==> images/port_trees.png <==
Scale: 3 px per µm.
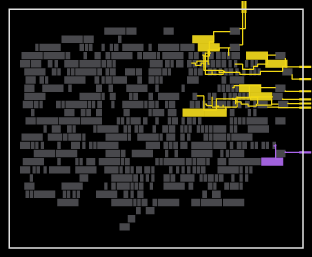
==> images/congestion_map.png <==
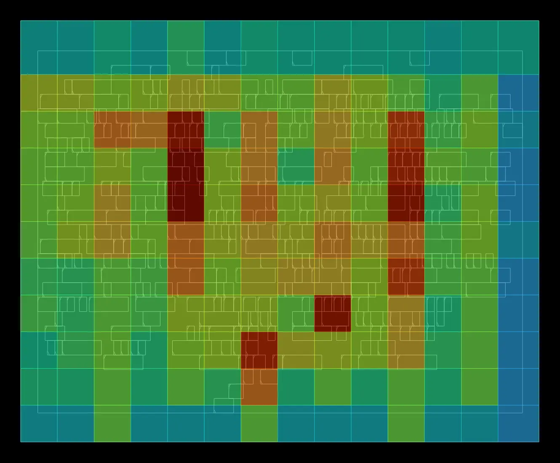
==> images/clock_wires.png <==
Scale: 4 px per µm.
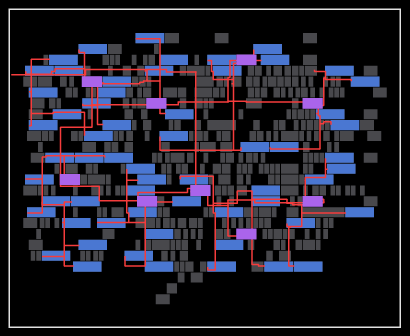
==> images/m3.png <==
Scale: 4 px per µm.
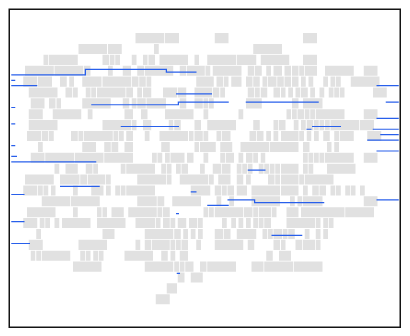
==> config.mk <==
export PLATFORM = sky130hd
export DESIGN_NAME = ein_rx
export DESIGN_NICKNAME = d
export VERILOG_FILES = /design/src/rtl/ein_rx.sv
export SDC_FILE = /design/constraint.sdc
export NUM_CORES = 1
export LEC_CHECK = 0
export ABC_AREA = 1
export ABC_CLOCK_PERIOD_IN_PS = 5050
export CORE_ASPECT_RATIO = 0.8
export CORE_MARGIN = 3
export CORE_UTILIZATION = 40
export DETAILED_ROUTE_END_ITERATION = 6
export PLACE_DENSITY = 0.67
export SLEW_MARGIN = 0
export SYNTH_ARGS = -nofsm -noshare
export SYNTH_HDL_FRONTEND = slang
export SYNTH_SLANG_ARGS = --single-unit
==> constraint.sdc <==
create_clock -name clk -period 5.05 [get_ports clk]
set_input_delay 0.505 -clock clk [delete_from_list [all_inputs] [get_ports clk]]
set_output_delay 0.505 -clock clk [all_outputs]
set_load 0.01 [all_outputs]
==> qor.yml <==
timing:
  fin_setup_tns_ns: 0
  clock.fmax_mhz: 440.8
  setup_violations: 0
  grt_setup_unrepaired: "no"
  finClkSkew_ns: 0.007573
grt:
  grt_overflow_total: 0
  track_usage_pct: 14.70
  grt_pass1_wl_mm: 9.177
  grt_start_max_net_pins: 44
power:
  p_sw_share_pct: 34.11
  p_per_area_mw_per_mm2: 412.7
  power.internal_mw: 0.8614
  power.net_switching_mw: 0.4460
synthesis:
  logic_family: "simple AND/OR/NAND/NOR gates"
  synthFlopType: "dfxtp_1"
  synth.top_cell.area_share_pct: 44.94
  ys_seq_share_pct: 44.94
  edf_count: 0
  area_leaders: "dfxtp_1 (45%), nand2_1 (11%), nor2_1 (8.0%), a21oi_1 (5.2%), inv_1 (4.8%)"
  xor_area_share_pct: 3.277
  yosysMostFrequentCell: "nand2_1"
  avgSynthCellArea_um2: 7.424
clocking:
  insertion_delay_ns: 0.34
  htree_levels: 3
  path_clk_slew_ns: 0.07
  cts-resized-gates: 0
  cts_tree: "built"
setup_path:
  cp-start-kind: "flop"
  r2r_setup_slack_ns: 2.78
finish:
  design.seq.count: 60
  comb_share_pct: 40.09
  syn2layout_area_growth_pct: 18.54
  fin_nets: 400
die:
  fp_util_pct: 43.15
  die_h_um: 79.11
  chipArea_mm2: 0.007704
outcome:
  outcome: "finished, final reports clean"
drt:
  drt_iter0_drc: 112
placed_design:
  dpl.hpwl_mm: 3.494
flow_run:
  maxCapViolations: 0
Notes on port_trees.png above:
legend:
  purple:
    port: out_frame_valid
    bits: 1
    direction: output
    end_cells: 1
    buffers: 1
    wire: 13.5 µm
  yellow:
    port: out_byte_count
    bits: 8
    direction: output
    end_cells: 8
    buffers: 8
    wire: 285 µm
Buffers on Ports: 24
I/O pins: 25

Notes on congestion_map.png above:
routed len/inst: 11.00 µm
GRT Max-Usage Layer: met2
met3 usage: 5.356%
met2 Use GR: 21.89%
met1 Use GR: 18.98%

Notes on clock_wires.png above:
legend:
  red:
    item: clock wires
    length: 814 µm
  purple:
    item: clock-net drivers
    count: 9
  blue:
    item: flip-flops
    count: 60
flops lie: spread over the die
Clock Power: 0.433 mW
Clk network pwr share: 33.1%

Notes on m3.png above:
nets with wire on the layer: 27
longest straight run: 21.6 µm
share of all routed wire: 5.1%
wire length on this layer: 268 µm
main direction: horizontal
final WL: 5.194 mm
DR vias: 2261

==> worst max-delay path: stages, from the launching register on <==
cell and delay (ns):
dfxtp_1 0.32, inv_1 0.09, ha_1 0.61, inv_2 0.22, nor2_1 0.34, nor2_8 0.11, nand2_4 0.17, nor2_4 0.10
o21ai_0 0.10, nand2_1 0.06, nor2_1 0.09
==> routing by layer <==
| metal | vias up | routed length (µm) | global-route usage [%] |
|---|---|---|---|
| met5 | - | 0 | 0 |
| met4 | 0 | 44 | 6.916 |
| met3 | 4 | 267 | 5.356 |
| met2 | 45 | 2135 | 21.89 |
| met1 | 1002 | 2746 | 18.98 |
| li1 | 1210 | - | - |
==> through the flow <==
stage	instances	util [%]
CTS	472	51.15
global placement	456	47.90
detailed placement	456	47.90
global route	472	51.15
finish	472	51.15
floorplan	360	-
Power and IR drop assume default switching activity.
